File: src/rtl/fullchip_drain_pkg.sv
// ---------------------------------------------------------------------------
// fullchip_drain_pkg
// Shared definitions for the chip-level psum output stage:
//   - MODE_RAW / MODE_SUM : encodings of the per-vector mode bit
//   - drain_state_e       : drain FSM states
//   - nbeats()            : number of output beats per vector for a mode
// ---------------------------------------------------------------------------
package fullchip_drain_pkg;

  localparam logic MODE_RAW = 1'b0;
  localparam logic MODE_SUM = 1'b1;

  typedef enum logic {
    ST_IDLE = 1'b0,
    ST_SEND = 1'b1
  } drain_state_e;

  // Raw mode ships every core's columns; sum mode ships one column set.
  function automatic int nbeats(input logic mode, input int n_core,
                                input int n_col, input int n_lanes);
    return (mode == MODE_SUM) ? (n_col / n_lanes) : (n_core * n_col / n_lanes);
  endfunction

endpackage

File: src/rtl/psum_lane_sum.sv
// ---------------------------------------------------------------------------
// psum_lane_sum
// Combinational signed sum of one column across all cores.
//   i_psums : ncore signed psums, core c at [c*bw_psum +: bw_psum]
//   o_sum   : signed sum at full bw_sum width (cannot overflow)
// ---------------------------------------------------------------------------
module psum_lane_sum #(
  parameter int ncore   = 2,
  parameter int bw_psum = 11,
  parameter int bw_sum  = 12
) (
  input  logic [ncore*bw_psum-1:0] i_psums,
  output logic [bw_sum-1:0]        o_sum
);

  logic signed [bw_sum-1:0] w_acc;

  always_comb begin
    // NOTE: blocking is right here: w_acc is a combinational running total
    // rebuilt from zero on every evaluation, not a stored value.
    w_acc = '0;
    for (int c = 0; c < ncore; c++) begin
      w_acc = w_acc + bw_sum'(signed'(i_psums[c*bw_psum +: bw_psum]));
    end
    o_sum = w_acc;
  end

endmodule

File: src/rtl/fullchip_drain.sv
// ---------------------------------------------------------------------------
// fullchip_drain
// Captures one psum vector per handshake into a ping-pong buffer and drains
// it off-chip as lanes-wide beats. Raw mode sends every core's words; sum
// mode adds the cores per column first. Capture overlaps drain.
// Ports:
//   clk, reset (async, active-low)
//   in_valid / in_ready / in_data / mode : vector input, mode sampled with it
//   out_valid / out_ready / out_data / out_last : beat output
//   ovf : sticky, set when a vector arrives while no bank is free
// ---------------------------------------------------------------------------
module fullchip_drain
  import fullchip_drain_pkg::*;
#(
  parameter  int col     = 8,
  parameter  int bw_psum = 11,
  parameter  int ncore   = 2,
  parameter  int lanes   = 2,
  localparam int bw_sum  = bw_psum + $clog2(ncore)
) (
  input  logic                         clk,
  input  logic                         reset,
  input  logic                         in_valid,
  output logic                         in_ready,
  input  logic [ncore*col*bw_psum-1:0] in_data,
  input  logic                         mode,
  output logic                         out_valid,
  input  logic                         out_ready,
  output logic [lanes*bw_sum-1:0]      out_data,
  output logic                         out_last,
  output logic                         ovf
);

  localparam int VEC_W  = ncore * col * bw_psum;
  localparam int MAX_NB = ncore * col / lanes;
  localparam int BEAT_W = (MAX_NB > 1) ? $clog2(MAX_NB) : 1;

  logic [VEC_W-1:0]        r_bank_data [2];
  logic                    r_bank_mode [2];
  logic [1:0]              r_full;
  logic                    r_wp;
  logic                    r_rp;
  logic [BEAT_W-1:0]       r_beat;
  drain_state_e            r_state;
  drain_state_e            w_state_next;
  logic                    r_out_valid;
  logic                    r_out_last;
  logic [lanes*bw_sum-1:0] r_out_data;
  logic                    r_ovf;

  logic                    w_capture;
  logic                    w_beat_avail;
  logic                    w_load;
  logic                    w_last_beat;
  logic                    w_free;
  logic [VEC_W-1:0]        w_rd_data;
  logic                    w_rd_mode;
  int                      w_beat_base;
  logic [bw_psum-1:0]      w_raw_word   [lanes];
  logic [ncore*bw_psum-1:0] w_lane_psums [lanes];
  logic [bw_sum-1:0]       w_lane_sum   [lanes];
  logic [lanes*bw_sum-1:0] w_beat_data;

  assign in_ready  = ~r_full[r_wp];
  assign w_capture = in_valid & ~r_full[r_wp];

  assign w_rd_data = r_bank_data[r_rp];
  assign w_rd_mode = r_bank_mode[r_rp];

  // A beat can be produced whenever the read bank holds a vector; in SEND the
  // read bank is full by construction.
  assign w_beat_avail = (r_state == ST_SEND) | r_full[r_rp];
  assign w_load       = w_beat_avail & (~r_out_valid | out_ready);
  assign w_last_beat  = (int'(r_beat) == nbeats(w_rd_mode, ncore, col, lanes) - 1);
  assign w_free       = w_load & w_last_beat;

  // NOTE: payload flops carry no reset; the full flags decide whether their
  // contents mean anything, so clearing them would only cost reset routing.
  always_ff @(posedge clk) begin
    if (w_capture) begin
      r_bank_data[r_wp] <= in_data;
      r_bank_mode[r_wp] <= mode;
    end
  end

  // Column / word selection for the current beat.
  always_comb begin
    // NOTE: every variable written here gets a default first, so no path
    // leaves it unassigned and no latch is inferred.
    w_beat_base = int'(r_beat) * lanes;
    for (int l = 0; l < lanes; l++) begin
      w_raw_word[l]   = '0;
      w_lane_psums[l] = '0;
      for (int w = 0; w < ncore * col; w++) begin
        if (w == w_beat_base + l) w_raw_word[l] = w_rd_data[w*bw_psum +: bw_psum];
      end
      for (int c = 0; c < ncore; c++) begin
        for (int j = 0; j < col; j++) begin
          if (j == w_beat_base + l)
            w_lane_psums[l][c*bw_psum +: bw_psum] = w_rd_data[(c*col+j)*bw_psum +: bw_psum];
        end
      end
    end
  end

  for (genvar g = 0; g < lanes; g++) begin : g_lane
    psum_lane_sum #(
      .ncore   (ncore),
      .bw_psum (bw_psum),
      .bw_sum  (bw_sum)
    ) u_sum (
      .i_psums (w_lane_psums[g]),
      .o_sum   (w_lane_sum[g])
    );
  end

  always_comb begin
    w_beat_data = '0;
    for (int l = 0; l < lanes; l++) begin
      w_beat_data[l*bw_sum +: bw_sum] = (w_rd_mode == MODE_SUM)
        ? w_lane_sum[l]
        : bw_sum'(signed'(w_raw_word[l]));
    end
  end

  // Drain FSM next state. Leaving SEND checks the other bank as registered;
  // a capture landing on the same edge is picked up from IDLE one cycle
  // later, which still loads its beat 0 without a bubble.
  always_comb begin
    w_state_next = r_state;
    case (r_state)
      ST_IDLE: begin
        if (r_full[r_rp]) w_state_next = (w_free & ~r_full[~r_rp]) ? ST_IDLE : ST_SEND;
      end
      ST_SEND: begin
        if (w_free & ~r_full[~r_rp]) w_state_next = ST_IDLE;
      end
      default: w_state_next = ST_IDLE;
    endcase
  end

  always_ff @(posedge clk or negedge reset) begin
    if (!reset) r_state <= ST_IDLE;
    else        r_state <= w_state_next;
  end

  // NOTE: all registered state uses non-blocking assignment so every
  // statement here sees pre-edge values regardless of order.
  always_ff @(posedge clk or negedge reset) begin
    if (!reset) begin
      r_full      <= '0;
      r_wp        <= 1'b0;
      r_rp        <= 1'b0;
      r_beat      <= '0;
      r_out_valid <= 1'b0;
      r_out_last  <= 1'b0;
      r_out_data  <= '0;
      r_ovf       <= 1'b0;
    end else begin
      // Capture and free always touch different banks.
      if (w_capture) begin
        r_full[r_wp] <= 1'b1;
        r_wp         <= ~r_wp;
      end
      if (in_valid && r_full[r_wp]) r_ovf <= 1'b1;
      if (w_free) begin
        r_full[r_rp] <= 1'b0;
        r_rp         <= ~r_rp;
      end
      if (w_load) begin
        r_beat      <= w_last_beat ? '0 : r_beat + 1'b1;
        r_out_valid <= 1'b1;
        r_out_data  <= w_beat_data;
        r_out_last  <= w_last_beat;
      end else if (out_ready) begin
        r_out_valid <= 1'b0;
        r_out_last  <= 1'b0;
      end
    end
  end

  assign out_valid = r_out_valid;
  assign out_data  = r_out_data;
  assign out_last  = r_out_last;
  assign ovf       = r_ovf;

endmodule

File: config.mk
export PLATFORM = sky130hd
export DESIGN_NAME = fullchip_drain
export DESIGN_NICKNAME = d
export VERILOG_FILES = /design/src/rtl/fullchip_drain_pkg.sv /design/src/rtl/psum_lane_sum.sv /design/src/rtl/fullchip_drain.sv
export SDC_FILE = /design/constraint.sdc
export NUM_CORES = 1
export LEC_CHECK = 0
export ABC_AREA = 1
export CAP_MARGIN = 40
export CELL_PAD_IN_SITES_DETAIL_PLACEMENT = 2
export CELL_PAD_IN_SITES_GLOBAL_PLACEMENT = 2
export CORE_MARGIN = 3
export CORE_UTILIZATION = 36
export DETAILED_ROUTE_END_ITERATION = 12
export PLACE_DENSITY = 0.82
export SLEW_MARGIN = 20
export SYNTH_ARGS = -nofsm -noshare
export SYNTH_HDL_FRONTEND = slang
export SYNTH_HIERARCHICAL = 1
export SYNTH_SLANG_ARGS = --single-unit
File: constraint.sdc
create_clock -name clk -period 10 [get_ports clk]
set_input_delay 2 -clock clk [delete_from_list [all_inputs] [get_ports clk]]
set_output_delay 2 -clock clk [all_outputs]
set_load 0.01 [all_outputs]
### Clock wiring as the flow saved it, run 1

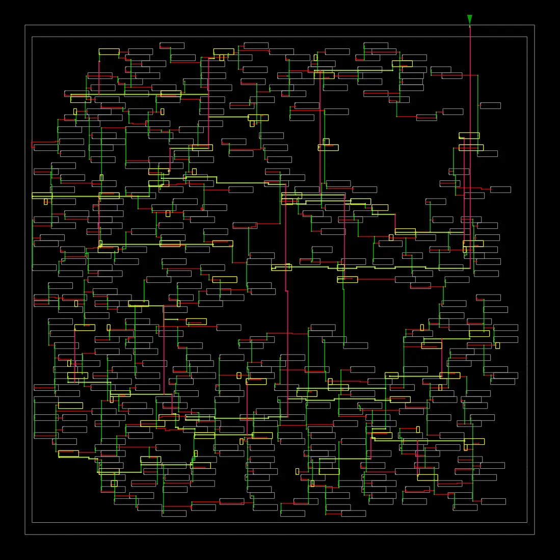
Clk power: 0.00166 W
clkbuf count: 55

### Clock wires, drivers and flops, run 1

(1 px per um)
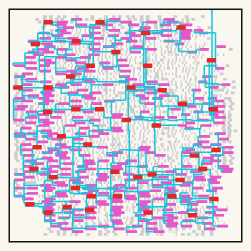
legend:
  flip-flops:
    colour: magenta
    count: 389
  clock wires:
    colour: cyan
    length: 5,640 um
  clock-net drivers:
    colour: red
    count: 45
routed clock nets: 46
Skew-Pair Late Insertion Delay: 590 ps
Worst Skew: 19.7 ps
clock group share of total power: 21.3%

==> metrics.cfg, run 1 <==
[finish]
regArea_sq_um = 11500
logic_area_sq_um = 5760
area_growth_pct = 23.8
clock_cell_area_share_pct = 6.46
final_core_util_pct = 45.7
diodes = 5
seq_cell_count = 389
drive_gt1_share_pct = 5.45
logic_gate_count = 1218
buffer_area_share_pct = 10.9
fin_cells = 2742
largest_reg_flops = 352
comb_area_share_pct = 25.5
n_all_buffers = 233
sh_seq_area_pct = 51.0

[critical_path]
worstSetupPathDepth = 20
crit_path_end = out_data[20]
critPathMaxStageDelay_ps = 740
start_kind = register
crit_buf_inv = 4
required_ps = 10470
crit_chain = inv_1 > ha_1 > buf_4 > inv_2 > buf_4 > nor2_1 > o21ai_0 > nand2_1 > ha_1 > fa_1 > nand2_1 > nand3_1 > nand3_1 > nand2_1 > nand2_1 > nand2_1 > nor2_1 > nor2_1 > nand2_1 > nand2_1
slowest_stage = dfrtp_1
critical_path_class = reg -> reg
crit_fanout = 44
crit_family = buffers and inverters
regToRegEndpoint = out_data[20]
crit_arrival_ps = 4920
r2r_slack_ps = 5550
critPathLaunch = r_beat[2]
path_common_cell = nand2_1
critPathCaptureType = register

[grt]
antenna_found_initial = 4
grt_max_degree = 180
overflow = 0
track_usage_pct = 24.9
grt_pass1_vias = 16000

[sta]
maxSlewViolCount = 0
finalWorstSetupSlack_ps = 5550
worst_pin_slew_ps = 825
setup_viol = 0
holdWs_ps = 483
period_used_pct = 44.5
relSlewSlack_pct = 45.0
setup_tns_ps = 0
hold_viol_final = 0

[synthesis]
synthTopLogicFamily = simple AND/OR/NAND/NOR gates
syn-cell-area_sq_um = 18200
ys_cells = 1841
synthMuxAreaShare_pct = 2.41
syn_nets = 2052
synth_flops = 389
ys_sh_adder_pct = 2.14
ys_sh_aoi_pct = 7.27
xor_area_share_pct = 0.624
synthSimpleGateAreaFrac_pct = 19.0
synthCells = 1841

[route]
first_iter_violations = 1184
vias = 14300
dr.pass1.iters = 5
drt-met1-wl_um = 28800
routed_wirelength_um = 67100
drc = 0
viasPerCell = 5.23
wl_met3_um = 3610
routed.top_layer = met4
wl_met2_um = 32900

[die]
dieArea_sq_um = 53400
nWellTaps = 664
initial_utilization_pct = 36.9
coreArea_sq_um = 49500
die_h_um = 231
core.rowCount = 81

[placed_design]
finalWeightedCongestion = 0.884
io_buffer_count = 208
pre_cts_ws_ps = 4970
place_inst = 2648
hpwlAfterDp_um = 46500
placed_area_sq_um = 21000

[power_and_ir_drop]
powerSeq_w = 0.00219
p_leak_nw = 9.37
seq_power_share_pct = 28.2
pwr-share-comb_pct = 50.5
netSwitchingFraction_pct = 45.7
p_comb_w = 0.00393
power_w = 0.00778
p_switching_w = 0.00356
peakVddDrop_mv = 0.172

[clock_tree]
htree_num_levels = 2
clk_pin_slew_worst_paths_ps = 60
cts_tree = yes
cts-root-buf = clkbuf_16
post_cts_buffers = 0
cts.sink_count = 389
post_cts_resized = 0

[flow_run]
tool_warnings = 36
drv_cap = 0

[outcome]
status = finished, final reports clean

[min_path]
min_path_type = reg -> reg
whs_endpoint = out_data[3]
hold_depth = 2
min-delay-start = out_data[3]

### Routed metal, one colour a layer, run 1

(2 px per um)
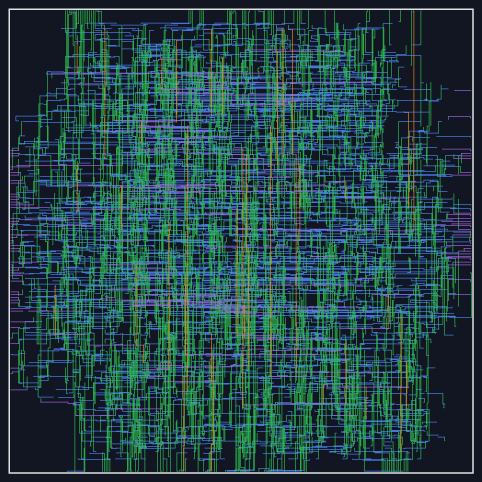
legend:
  M1:
    colour: blue
    wire_length: 28.8 mm
  M3:
    colour: purple
    wire_length: 3,610 um
  M2:
    colour: green
    wire_length: 32.9 mm
  M4:
    colour: orange
    wire_length: 1,800 um

### Power grid, run 1

(1.5 px per um) Pins as bars on the die edge.
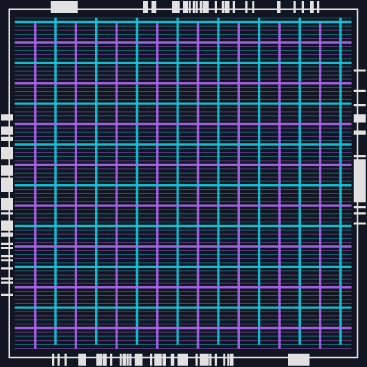
legend:
  VSS:
    colour: purple
  VDD:
    colour: cyan
met1 rails: 82
met5 straps: 16

[run 1: cells in the mapped netlist, drive strengths merged]
cell      n  share of area, %
fa        2              0.22
o21bai    1             0.041
nor2    202               4.3
o211ai   20              0.82
o21ai   116               3.2
o22ai     1             0.034
mux2i    44               2.4
clkbuf   36              0.74
nand3    50               1.4
nand2   628                13
a22o      2             0.096
edfxtp  354                58
dfrtp    35               4.8
o311ai    1             0.048
buf      49               1.6
clkinv    8              0.16
nand4     6              0.21
or2       4              0.14
a22oi    20              0.82
inv     141               2.9
ha       28               1.9
xnor2     2             0.096
a21oi    79               2.2
a31oi     1             0.034
xor2     11              0.53
[run 1: per-layer routing]
layer | vias to the layer above | GRT usage [%]
li1 | 6527 | -
met1 | 7340 | 32.8
met2 | 384 | 42.1
met3 | 83 | 4.46
met4 | 0 | 7.36
met5 | - | 0
==> run 2, diff against run 1 <==
Settings changed: CORE_UTILIZATION 36 to 33, PLACE_DENSITY 0.82 to 0.79.
Clock period 10 ns to 3.6 ns, I/O delays scaled along.
### Clock wires, drivers and flops, run 2

(1 px per um)
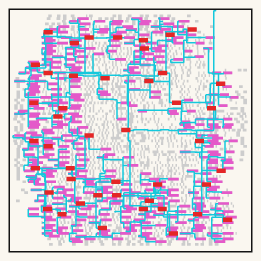
legend:
  flip-flops:
    colour: magenta
    count: 389
  clock-net drivers:
    colour: red
    count: 45
  clock wires:
    colour: cyan
    length: 5,460 um
routed clock nets: 46
flops lie: widely spread

==> run 2 against run 1 <==
Global-route usage down 1.9 points. Sequential power rose to 2.8 times the previous value. Highest routed layer unchanged. Critical path type unchanged. Maximum frequency up 28%. Total power rose to 2.8 times the previous value. Hold slack about the same. Register-to-register slack worse by 5400 ps. Combinational power rose to 3.0 times the previous value. Synthesized area unchanged. Flip-flop count unchanged.
==> metrics.cfg, run 2 <==
[outcome]
status = finished, final reports clean

[finish]
sh_seq_area_pct = 49.8  ; -1.1 points
buffer_area_share_pct = 12.8  ; +1.9 points
logic_gate_count = 1218  ; unchanged
diodes = 2  ; -3
area_growth_pct = 26.6
drive_gt1_share_pct = 7.85  ; +2.4 points
n_all_buffers = 275  ; +18%
final_core_util_pct = 42.6  ; -3.1 points
clock_cell_area_share_pct = 5.93  ; -0.54 points
nClkBuffers = 59  ; +7.3%
regArea_sq_um = 11500  ; about the same

[power_and_ir_drop]
p_comb_w = 0.0116  ; +200%
powerSeq_w = 0.00607  ; +180%
pwr-share-comb_pct = 52.6  ; +2.1 points
peakVddDrop_mv = 0.447  ; +160%
netSwitchingFraction_pct = 45.6  ; -0.15 points
p_leak_nw = 9.58  ; +2.2%
power_frac_clock_pct = 19.8  ; -1.5 points
seq_power_share_pct = 27.6  ; -0.6 points

[clock_tree]
cts-root-buf = clkbuf_16
clk_pin_slew_worst_paths_ps = 60  ; about the same
cts_tree = yes
clock.latency.late_pin_ps = 590  ; about the same
htree_num_levels = 2  ; unchanged
cts.sink_count = 389  ; unchanged

[sta]
holdWs_ps = 483  ; -0.248 ps
period_used_pct = 96.5  ; +52 points
relSlewSlack_pct = 40.9  ; -4.1 points
maxSlewViolCount = 0  ; unchanged
setup_tns_ps = 0  ; unchanged

[synthesis]
synthCells = 1841  ; unchanged
synthTopCellsByCount = nand2_1, edfxtp_1, nor2_1
top_cells_by_area = edfxtp_1, nand2_1, dfrtp_1, nor2_1, inv_1
synthSimpleGateAreaFrac_pct = 19.0  ; unchanged
syn-cell-area_sq_um = 18200  ; unchanged
ys_cells = 1841  ; unchanged
ys_sh_aoi_pct = 7.27  ; unchanged
synthMuxAreaShare_pct = 2.41  ; unchanged
synth_top_cell_by_area = edfxtp_1
synth_flops = 389  ; unchanged
synth_top_area_share_pct = 58.3  ; unchanged
synth.most_common_cell = nand2_1

[critical_path]
critPathCaptureType = register
crit_arrival_ps = 4000  ; -920 ps
slowest_stage = dfrtp_4
required_ps = 4120  ; -6350 ps
worstSetupPathDepth = 15  ; -25%
crit_path_end = out_data[17]
critical_path_class = reg -> reg
regToRegEndpoint = out_data[17]
crit_family = simple AND/OR/NAND/NOR gates
path_common_cell = nand2_1
start_kind = register

[placed_design]
place_inst = 2719  ; +2.7%
placed_area_sq_um = 21500  ; +2.3%
pre_cts_ws_ps = -98.3  ; -5070 ps
io_buffer_count = 208  ; unchanged

[min_path]
hold_depth = 2  ; unchanged
whs_endpoint = out_data[3]

[die]
coreArea_sq_um = 54200  ; +9.7%
nWellTaps = 696  ; +4.8%
dieArea_sq_um = 58100  ; +8.9%
initial_utilization_pct = 33.6  ; -3.3 points

[flow_run]
drv_cap = 0  ; unchanged

[grt]
grt_pass1_vias = 15700  ; -1.8%
grt_max_degree = 110  ; -39%

[route]
vias = 14400  ; +0.13%
routed_wirelength_um = 68400  ; +1.9%
viasPerCell = 5.10  ; -2.4%
dr.pass1.iters = 6  ; +1

-- run 2: cell types whose count changed in the layout (fill, tap and decap cells not counted), sizes merged --
cell         previous run  this run
clkbuf                 55        62
buf                    26        64
dlygate4sd3             0         1
clkinv                 29        25
inv                   143       144
diode                   5         2
bufinv                  4         2
-- run 2: routing by layer --
layer	up-vias	wire, um	global-route usage [%]
li1	6616	-	-
met1	7312	30400	30.8
met2	338	33500	38.6
met3	86	2890	3.62
met4	0	1670	6.59
met5	-	0	0
-- run 2: timing repair --
item,CTS,global route
setup buffers,0,4
endpoints found under the setup margin,3,14
pin swaps,0,0
endpoints found under the hold margin,8,0
gates resized,4,25
hold buffers,1,0
gates cloned,0,3
Power and IR drop assume default switching activity.
